### Metal 2, run 1

(1.5 px per um)
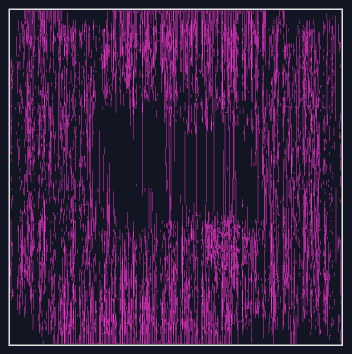
### Floorplan with the power grid, run 1

(1.5 px per um) Pins as bars on the die edge.
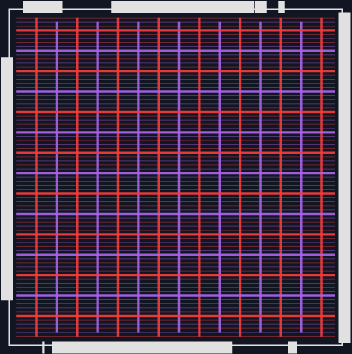
### Clock routing, run 1

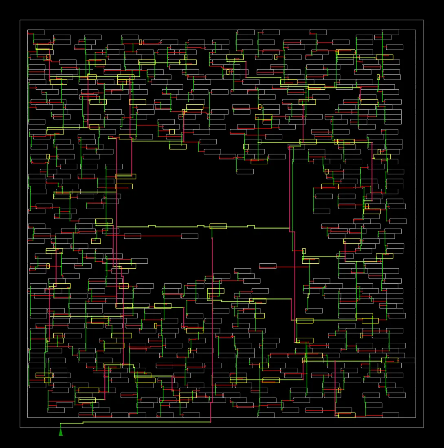
**src/rtl/demux_1_16_collect_if.sv**
```systemverilog
// Handshake and slot bundle between a serial word source and the 16-slot collector.
// slave = the collector, master = the producer/consumer side.
interface demux_1_16_collect_if #(
    parameter int WIDTH = 32
);
    logic             in_valid;
    logic             in_ready;
    logic [WIDTH-1:0] input_data;
    logic             use_select;
    logic [3:0]       select;
    logic             out_valid;
    logic             out_ready;
    logic [4:0]       fill_cnt;
    logic [WIDTH-1:0] out_00, out_01, out_02, out_03;
    logic [WIDTH-1:0] out_04, out_05, out_06, out_07;
    logic [WIDTH-1:0] out_08, out_09, out_10, out_11;
    logic [WIDTH-1:0] out_12, out_13, out_14, out_15;

    modport slave (
        input  in_valid, input_data, use_select, select, out_ready,
        output in_ready, out_valid, fill_cnt,
        output out_00, out_01, out_02, out_03, out_04, out_05, out_06, out_07,
        output out_08, out_09, out_10, out_11, out_12, out_13, out_14, out_15
    );

    modport master (
        output in_valid, input_data, use_select, select, out_ready,
        input  in_ready, out_valid, fill_cnt,
        input  out_00, out_01, out_02, out_03, out_04, out_05, out_06, out_07,
        input  out_08, out_09, out_10, out_11, out_12, out_13, out_14, out_15
    );
endinterface

```
**src/rtl/demux_1_16_collect.sv**
```systemverilog
// 1:16 collector: steers serial words into 16 held slots and presents them
// as one parallel bundle once every slot has been written.
//
// state  | meaning
// S_FILL | accepting words; out_valid low
// S_HOLD | all 16 slots filled; bundle stable until out_ready or clear
module demux_1_16_collect #(
    parameter int WIDTH = 32
) (
    input  logic                 clk,
    input  logic                 rst_n,
    input  logic                 clear,
    demux_1_16_collect_if.slave  bus
);
    typedef enum logic {S_FILL = 1'b0, S_HOLD = 1'b1} state_t;

    state_t           state_q, state_nxt;
    logic [15:0]      filled_q, filled_nxt;
    logic [3:0]       wr_ptr_q, wr_ptr_nxt;
    logic [4:0]       fill_cnt_q, fill_cnt_nxt;
    logic [3:0]       idx;
    logic             accept;
    logic             flush;
    logic             in_ready_int;
    logic             out_valid_int;
    logic [WIDTH-1:0] slot_q [16];

    always_ff @(posedge clk or negedge rst_n) begin
        if (!rst_n) begin
            state_q    <= S_FILL;
            filled_q   <= '0;
            wr_ptr_q   <= '0;
            fill_cnt_q <= '0;
        end else begin
            state_q    <= state_nxt;
            filled_q   <= filled_nxt;
            wr_ptr_q   <= wr_ptr_nxt;
            fill_cnt_q <= fill_cnt_nxt;
        end
    end

    // clear outranks everything; out_ready only matters once the bundle is held
    always_comb begin
        accept       = bus.in_valid & in_ready_int & ~clear;
        idx          = bus.use_select ? bus.select : wr_ptr_q;
        flush        = clear | ((state_q == S_HOLD) & bus.out_ready);
        state_nxt    = state_q;
        filled_nxt   = filled_q;
        wr_ptr_nxt   = wr_ptr_q;
        fill_cnt_nxt = fill_cnt_q;
        if (flush) begin
            state_nxt    = S_FILL;
            filled_nxt   = '0;
            wr_ptr_nxt   = '0;
            fill_cnt_nxt = '0;
        end else if (accept) begin
            filled_nxt   = filled_q | (16'h0001 << idx);
            wr_ptr_nxt   = idx + 4'd1;
            fill_cnt_nxt = fill_cnt_q + {4'd0, ~filled_q[idx]};
            if (&filled_nxt) begin
                state_nxt = S_HOLD;
            end
        end
    end

    always_comb begin
        in_ready_int  = (state_q == S_FILL);
        out_valid_int = (state_q == S_HOLD);
    end

    // slot data survives clear and bundle release; only reset zeroes it
    always_ff @(posedge clk or negedge rst_n) begin
        if (!rst_n) begin
            for (int k = 0; k < 16; k++) begin
                slot_q[k] <= '0;
            end
        end else if (accept) begin
            slot_q[idx] <= bus.input_data;
        end
    end

    assign bus.in_ready  = in_ready_int;
    assign bus.out_valid = out_valid_int;
    assign bus.fill_cnt  = fill_cnt_q;
    assign bus.out_00    = slot_q[0];
    assign bus.out_01    = slot_q[1];
    assign bus.out_02    = slot_q[2];
    assign bus.out_03    = slot_q[3];
    assign bus.out_04    = slot_q[4];
    assign bus.out_05    = slot_q[5];
    assign bus.out_06    = slot_q[6];
    assign bus.out_07    = slot_q[7];
    assign bus.out_08    = slot_q[8];
    assign bus.out_09    = slot_q[9];
    assign bus.out_10    = slot_q[10];
    assign bus.out_11    = slot_q[11];
    assign bus.out_12    = slot_q[12];
    assign bus.out_13    = slot_q[13];
    assign bus.out_14    = slot_q[14];
    assign bus.out_15    = slot_q[15];
endmodule

```
**src/flat_wrapper.sv**
```systemverilog
// flat-port wrapper written by rule: the top's interface ports become plain ports
module demux_1_16_collect_flat 
#(
    parameter int WIDTH = 32
)
  (clk, rst_n, clear, bus_in_valid, bus_input_data, bus_use_select, bus_select, bus_out_ready, bus_in_ready, bus_out_valid, bus_fill_cnt, bus_out_00, bus_out_01, bus_out_02, bus_out_03, bus_out_04, bus_out_05, bus_out_06, bus_out_07, bus_out_08, bus_out_09, bus_out_10, bus_out_11, bus_out_12, bus_out_13, bus_out_14, bus_out_15);
  demux_1_16_collect_if #(.WIDTH(WIDTH)) bus_i ();
  input  logic clk;
  input  logic rst_n;
  input  logic clear;
  input wire logic [$bits(bus_i.in_valid)-1:0] bus_in_valid;
  input wire logic [$bits(bus_i.input_data)-1:0] bus_input_data;
  input wire logic [$bits(bus_i.use_select)-1:0] bus_use_select;
  input wire logic [$bits(bus_i.select)-1:0] bus_select;
  input wire logic [$bits(bus_i.out_ready)-1:0] bus_out_ready;
  output wire logic [$bits(bus_i.in_ready)-1:0] bus_in_ready;
  output wire logic [$bits(bus_i.out_valid)-1:0] bus_out_valid;
  output wire logic [$bits(bus_i.fill_cnt)-1:0] bus_fill_cnt;
  output wire logic [$bits(bus_i.out_00)-1:0] bus_out_00;
  output wire logic [$bits(bus_i.out_01)-1:0] bus_out_01;
  output wire logic [$bits(bus_i.out_02)-1:0] bus_out_02;
  output wire logic [$bits(bus_i.out_03)-1:0] bus_out_03;
  output wire logic [$bits(bus_i.out_04)-1:0] bus_out_04;
  output wire logic [$bits(bus_i.out_05)-1:0] bus_out_05;
  output wire logic [$bits(bus_i.out_06)-1:0] bus_out_06;
  output wire logic [$bits(bus_i.out_07)-1:0] bus_out_07;
  output wire logic [$bits(bus_i.out_08)-1:0] bus_out_08;
  output wire logic [$bits(bus_i.out_09)-1:0] bus_out_09;
  output wire logic [$bits(bus_i.out_10)-1:0] bus_out_10;
  output wire logic [$bits(bus_i.out_11)-1:0] bus_out_11;
  output wire logic [$bits(bus_i.out_12)-1:0] bus_out_12;
  output wire logic [$bits(bus_i.out_13)-1:0] bus_out_13;
  output wire logic [$bits(bus_i.out_14)-1:0] bus_out_14;
  output wire logic [$bits(bus_i.out_15)-1:0] bus_out_15;
  assign bus_i.in_valid = bus_in_valid;
  assign bus_i.input_data = bus_input_data;
  assign bus_i.use_select = bus_use_select;
  assign bus_i.select = bus_select;
  assign bus_i.out_ready = bus_out_ready;
  assign bus_in_ready = bus_i.in_ready;
  assign bus_out_valid = bus_i.out_valid;
  assign bus_fill_cnt = bus_i.fill_cnt;
  assign bus_out_00 = bus_i.out_00;
  assign bus_out_01 = bus_i.out_01;
  assign bus_out_02 = bus_i.out_02;
  assign bus_out_03 = bus_i.out_03;
  assign bus_out_04 = bus_i.out_04;
  assign bus_out_05 = bus_i.out_05;
  assign bus_out_06 = bus_i.out_06;
  assign bus_out_07 = bus_i.out_07;
  assign bus_out_08 = bus_i.out_08;
  assign bus_out_09 = bus_i.out_09;
  assign bus_out_10 = bus_i.out_10;
  assign bus_out_11 = bus_i.out_11;
  assign bus_out_12 = bus_i.out_12;
  assign bus_out_13 = bus_i.out_13;
  assign bus_out_14 = bus_i.out_14;
  assign bus_out_15 = bus_i.out_15;
  demux_1_16_collect #(.WIDTH(WIDTH)) u_core (.clk(clk), .rst_n(rst_n), .clear(clear), .bus(bus_i));
endmodule
```
**config.mk**
```make
export PLATFORM = sky130hd
export DESIGN_NAME = demux_1_16_collect_flat
export DESIGN_NICKNAME = d
export VERILOG_FILES = /design/src/rtl/demux_1_16_collect_if.sv /design/src/rtl/demux_1_16_collect.sv /design/src/flat_wrapper.sv
export SDC_FILE = /design/constraint.sdc
export NUM_CORES = 1
export LEC_CHECK = 0
export CORE_AREA = 4 4 217 219
export CTS_CLUSTER_SIZE = 24
export DETAILED_ROUTE_END_ITERATION = 10
export DIE_AREA = 0 0 221 223
export GPL_ROUTABILITY_DRIVEN = 0
export GPL_TIMING_DRIVEN = 0
export HOLD_SLACK_MARGIN = 0.15
export PLACE_DENSITY = 0.77
export SLEW_MARGIN = 20
export SYNTH_ARGS = -nofsm -noshare
export SYNTH_HDL_FRONTEND = slang
export SYNTH_SLANG_ARGS = --single-unit
```
**constraint.sdc**
```tcl
create_clock -name clk -period 7.3 [get_ports clk]
set_clock_uncertainty 0.05 [all_clocks]
set_input_delay 1.095 -clock clk [delete_from_list [all_inputs] [get_ports clk]]
set_output_delay 1.095 -clock clk [all_outputs]
set_load 0.02 [all_outputs]
```
==> impl_metrics.py, run 1 <==
# Metrics from the implementation run
metrics = {
    "run_status": {
        "status": "finished clean",
    },
    "synthesis": {
        "synth.cellmix.compoundShare_pct": 1.63,
        "synthDistinctLibCells": 46,
        "logic_family": "multiplexers",
        "top_area_share_pct": 65.0,
        "yosys_cells": 1289,
    },
    "placement": {
        "io_buffers": 560,
    },
    "final_layout": {
        "n_all_buffers": 654,
        "layout.cells.most_common": "clkdlybuf4s50_1",
        "n_fill_cell": 3405,
        "buffer_area_share_pct": 21.5,
        "finish.instance_area_um2": 29000,
        "final-clk-cell-share_pct": 6.26,
        "diodes": 1,
    },
    "pwr": {
        "intPower_uw": 7190,
        "p_seq_share_pct": 39.3,
        "p_total_uw": 10500,
    },
    "detailed_routing": {
        "top_layer_used": "met4",
        "dr.pass1.iters": 7,
        "ant_nets": 0,
        "via_per_inst": 5.25,
    },
    "clock_tree": {
        "ctsLongestPathBuffers": 3,
        "clkTransAtPathRegs_ns": 0.06,
        "htreeDepth": 2,
        "post_cts_resized": 0,
    },
    "worst_setup_path": {
        "crit_fanout": 10,
        "timing.rr.start": "u_core.wr_ptr_q[0]",
        "critPathTopFamily": "buffers and inverters",
        "startpoint": "bus_use_select",
        "path_buffers": 5,
        "startpoint_type": "primary input",
    },
    "global_route": {
        "grt_pass1_wl_um": 95200,
    },
    "die": {
        "nWellTaps": 600,
    },
}
-- 'Metal 2' (at the start) --
- share of all routed wire: 50%
- longest straight run: 97.6 um
- main direction: vertical
- nets with wire on the layer: 1,907

-- 'Floorplan with the power grid' (at the start) --
- red: VSS
- purple: VDD
- met5 straps: 15
- signal pins: 561
- met4 straps: 15
- met1 rails: 79
- rows: 78
Peak supply drop: 0.275 mV
Die Ht: 223 um
core region area: 45,100 um2

-- 'Clock routing' (at the start) --
CTS Sinks: 538
clkbuf count: 84
Clk. pwr: 2840 uW
clk ins delay skew pair: 0.60 ns
Seq cells: 538

run 1: logic make-up after synthesis:
logic type / count (synthesis)
flops: 538
compound gates: 52
mux: 526
xor+xnor: 4
fa+ha+maj: 7
buf+inv: 108
simple gates: 54
run 1: per-stage QoR:
stage	instances	hold slack, ns	setup WS, ns	setup TNS [ns]
floorplan	1289	0.399	3.99	0
CTS	2551	0.418	3.12	0
global route	2551	0.440	2.92	0
global placement	2449	0.420	-17.95	-9625.23
finish	2552	0.414	3.05	0
detailed placement	2454	0.430	2.51	0
run 1: power groups by stage:
stage | Clock (uW) | Combinational, uW | Sequential, uW
after global routing | 3020 | 3700 | 4210
after detailed placement | 0 | 3560 | 4160
after CTS | 2890 | 3580 | 4120
after floorplan | 0 | 681 | 5040
after global placement | 0 | 3510 | 4150
final | 2840 | 3540 | 4130
==> run 1 -> run 2 <==
--- a/config.mk
+++ b/config.mk
@@ -5,10 +5,10 @@
 export SDC_FILE = /design/constraint.sdc
 export NUM_CORES = 1
 export LEC_CHECK = 0
-export CORE_AREA = 4 4 217 219
+export CORE_MARGIN = 4
+export CORE_UTILIZATION = 44
 export CTS_CLUSTER_SIZE = 24
 export DETAILED_ROUTE_END_ITERATION = 10
-export DIE_AREA = 0 0 221 223
 export GPL_ROUTABILITY_DRIVEN = 0
 export GPL_TIMING_DRIVEN = 0
 export HOLD_SLACK_MARGIN = 0.15
==> constraint.sdc (replaced) <==
create_clock -name clk -period 3.6 [get_ports clk]
set_clock_uncertainty 0.05 [all_clocks]
set_input_delay 0.54 -clock clk [delete_from_list [all_inputs] [get_ports clk]]
set_output_delay 0.54 -clock clk [all_outputs]
set_load 0.02 [all_outputs]
### Clock network drawn from the DEF, run 2

(1 px per um)
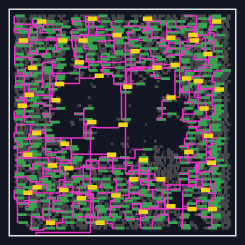
- yellow: clock-net drivers (count 55)
- magenta: clock wires (length 6,390 um)
- green: flip-flops (count 538)
- flops lie: all over the die
- routed clock nets: 56

### Clock routing, run 2

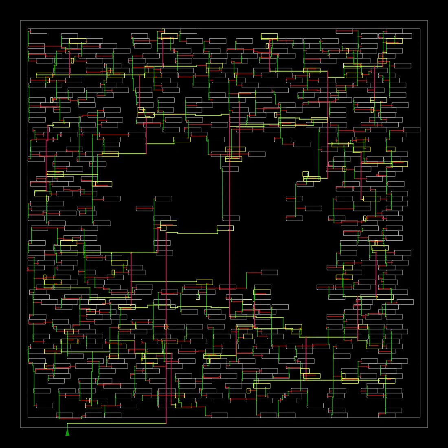
CTS Buf Count: 55
clkbuf count: 87
Clk. pwr: 5540 uW

==> run 2 against run 1 <==
Net effect: non-clock buffer count increased by 2; sequential cell count unchanged; global-route usage is 0.25 points lower; sequential share of layout area about the same; largest power group unchanged.
==> impl_metrics.py, run 2 <==
# Metrics from the implementation run
metrics = {
    "detailed_routing": {
        "dr.pass1.iters": 7,
        "ant_nets": 0,
        "wl_met3_um": 5770,
        "via_per_inst": 5.27,
    },
    "timing": {
        "tightestPinTransition_ns": 0.776,
        "period_minus_slack_ns": 3.38,
        "fin_setup_tns_ns": 0,
        "layout_setup_ws_ns": 0.216,
    },
    "clock_tree": {
        "ctsLongestPathBuffers": 3,
        "clkTransAtPathRegs_ns": 0.07,
        "clock_sinks": 538,
        "clock_latency_ns": 0.60,
        "htreeDepth": 2,
    },
    "placement": {
        "hpwl_um": 45900,
        "io_buffers": 560,
    },
    "final_layout": {
        "finish.instance_area_um2": 29000,
        "buffer_area_share_pct": 21.6,
        "instances_no_fill": 2563,
        "n_fill_cell": 3433,
        "n_all_buffers": 656,
        "comb_area_share_pct": 23.0,
    },
    "die": {
        "nWellTaps": 607,
        "coreArea_um2": 46600,
    },
    "pwr": {
        "peakVddDrop_mv": 0.551,
        "intPower_uw": 14400,
        "p_total_uw": 21100,
        "powerComb_uw": 7190,
    },
    "synthesis": {
        "synth.cellmix.compoundShare_pct": 1.63,
        "syn_nets": 1338,
        "top_area_share_pct": 65.0,
        "logic_family": "multiplexers",
        "synthDistinctLibCells": 46,
        "ys_ff": 538,
    },
    "run_status": {
        "status": "finished clean",
    },
    "worst_setup_path": {
        "critPathTopFamily": "buffers and inverters",
        "startpoint_type": "primary input",
        "crit_fanout": 10,
        "path_buffers": 4,
        "startpoint": "bus_use_select",
    },
    "global_route": {
        "grt_pass1_wl_um": 95200,
    },
}
### Metal 2, run 2

(1.5 px per um)
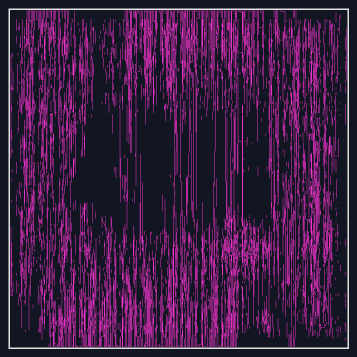
- share of all routed wire: 49%
- wire length on this layer: 31.8 mm
- nets with wire on the layer: 1,904
- longest straight run: 123 um
- main direction: vertical

[run 2: netlist changes by cell type in the layout (fill, tap and decap cells not counted)]
cell / previous run / this run
buf_16: 5 / 6
bufinv_16: 5 / 1
clkbuf_16: 57 / 56
clkbuf_8: 9 / 13
clkinv_2: 5 / 8
clkinv_8: 0 / 1
clkinvlp_4: 2 / 0
diode_2: 1 / 0
dlygate4sd3_1: 0 / 1
inv_6: 0 / 2
mux2i_1: 10 / 9
mux2i_2: 2 / 3
[run 2: kinds of logic after synthesis]
kind of cell | after synthesis
buf+inv | 108
compound gates | 52
fa+ha+maj | 7
simple gates | 54
flops | 538
mux | 526
xor+xnor | 4
[run 2: timing repair]
action / CTS / global route
hold buffers: 1 / 0
gates resized: 0 / 1
setup endpoints to repair: 0 / 73
hold endpoints to repair: 189 / 0
==> run 2 -> run 3 <==
--- a/config.mk
+++ b/config.mk
@@ -12,7 +12,7 @@
 export GPL_ROUTABILITY_DRIVEN = 0
 export GPL_TIMING_DRIVEN = 0
 export HOLD_SLACK_MARGIN = 0.15
-export PLACE_DENSITY = 0.77
+export PLACE_DENSITY = 0.76
 export SLEW_MARGIN = 20
 export SYNTH_ARGS = -nofsm -noshare
 export SYNTH_HDL_FRONTEND = slang
### Floorplan with the power grid, run 3

(1.5 px per um) Pins as bars on the die edge.
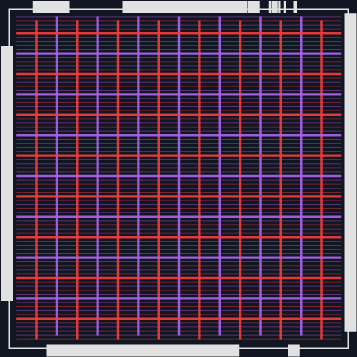
- red: VSS
- purple: VDD
- signal pins: 561
- rows: 79
- met5 straps: 15

### Clock routing, run 3

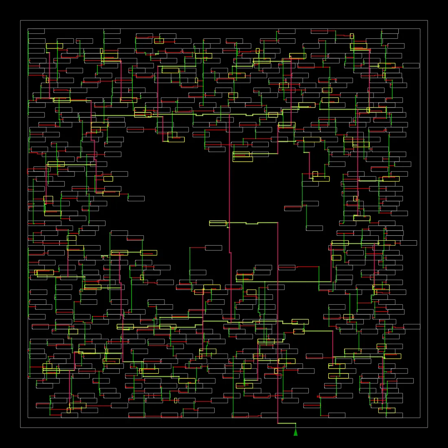
CTS Buf Count: 54
clkbuf count: 86
Clk. pwr: 5710 uW

==> run 3 against run 2 <==
Net effect: count of clock-buffer cells in the layout down 1; power up 0.62%; design area increased by 0.22%; final cell count about the same; routed wire length shrank 1.5%; first-iteration DRC count is 16% lower; synthesized area stayed put; sequential share of layout area shrank 0.10 points; largest cell class unchanged; critical endpoint is now u_core.bus.out_09[15]; non-clock buffer count stayed put; highest routed layer unchanged.
==> impl_metrics.py, run 3 <==
# Metrics from the implementation run
metrics = {
    "run_status": {
        "status": "finished clean",
    },
    "final_layout": {
        "layout.cells.most_common": "clkdlybuf4s50_1",
        "finish.instance_area_um2": 29100,
        "buffer_area_share_pct": 21.6,
        "seq_cell_count": 538,
        "n_fill_cell": 3524,
        "comb_area_share_pct": 23.0,
        "diodes": 0,
        "n_all_buffers": 656,
    },
    "synthesis": {
        "synthDistinctLibCells": 46,
        "syn_nets": 1338,
        "top_area_share_pct": 65.0,
        "synth.cellmix.compoundShare_pct": 1.63,
        "logic_family": "multiplexers",
        "ys_ff": 538,
        "yosys_cells": 1289,
    },
    "clock_tree": {
        "clock_latency_ns": 0.60,
        "ctsLongestPathBuffers": 3,
        "htreeDepth": 2,
        "clock_sinks": 538,
        "post_cts_resized": 0,
    },
    "detailed_routing": {
        "ant_nets": 0,
        "via_per_inst": 5.23,
        "wl_met3_um": 5690,
        "top_layer_used": "met4",
        "dr.pass1.iters": 5,
    },
    "pwr": {
        "powerSeq_uw": 8350,
        "power-top-group": "registers",
        "powerComb_uw": 7180,
        "intPower_uw": 14500,
        "peakVddDrop_mv": 0.511,
        "p_seq_share_pct": 39.3,
    },
    "timing": {
        "layout_setup_ws_ns": 0.189,
        "tightestPinTransition_ns": 0.757,
        "period_minus_slack_ns": 3.41,
        "fin_setup_tns_ns": 0,
        "fin_hold_ws_ns": 0.393,
    },
    "global_route": {
        "grt_pass1_wl_um": 94700,
    },
    "die": {
        "die_h_um": 225,
        "coreArea_um2": 46600,
    },
    "placement": {
        "pre_cts_slack_ns": -0.440,
        "io_buffers": 560,
    },
    "worst_setup_path": {
        "ff2ff_setup_slack_ns": 0.66,
        "critPathTopFamily": "buffers and inverters",
        "timing.rr.start": "u_core.wr_ptr_q[0]",
        "crit_fanout": 10,
        "startpoint_type": "primary input",
        "path_buffers": 5,
    },
}
### Clock network drawn from the DEF, run 3

(1 px per um)
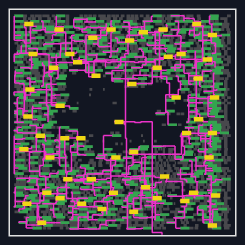
- yellow: clock-net drivers (count 54)
- magenta: clock wires (length 6,460 um)
- green: flip-flops (count 538)
- routed clock nets: 55
- flops lie: all over the die

## run 3: how the worst max path moves through the flow
stage | cells past startpoint | slack [ns] | to | from
6_report | 9 | 0.19 | u_core.bus.out_09[15] | bus_use_select
5_1_grt | 9 | 0.03 | u_core.bus.out_09[15] | bus_use_select
4_1_cts | 9 | 0.19 | u_core.bus.out_09[15] | bus_use_select
3_5_place_dp | 9 | -0.44 | u_core.bus.out_01[20] | bus_use_select
3_3_place_gp | 1 | -21.15 | u_core.bus.out_07[18] | rst_n
2_1_floorplan | 10 | 0.84 | u_core.bus.fill_cnt[4] | bus_use_select
## run 3: through the flow
stage                     instances  total power, uW
after floorplan                1289            11600
after global placement         2456            15500
after detailed placement       2462            15700
after CTS                      2561            21400
after global routing           2561            22100
final                          2561            21200
Power is estimated from default activity; no workload was simulated.
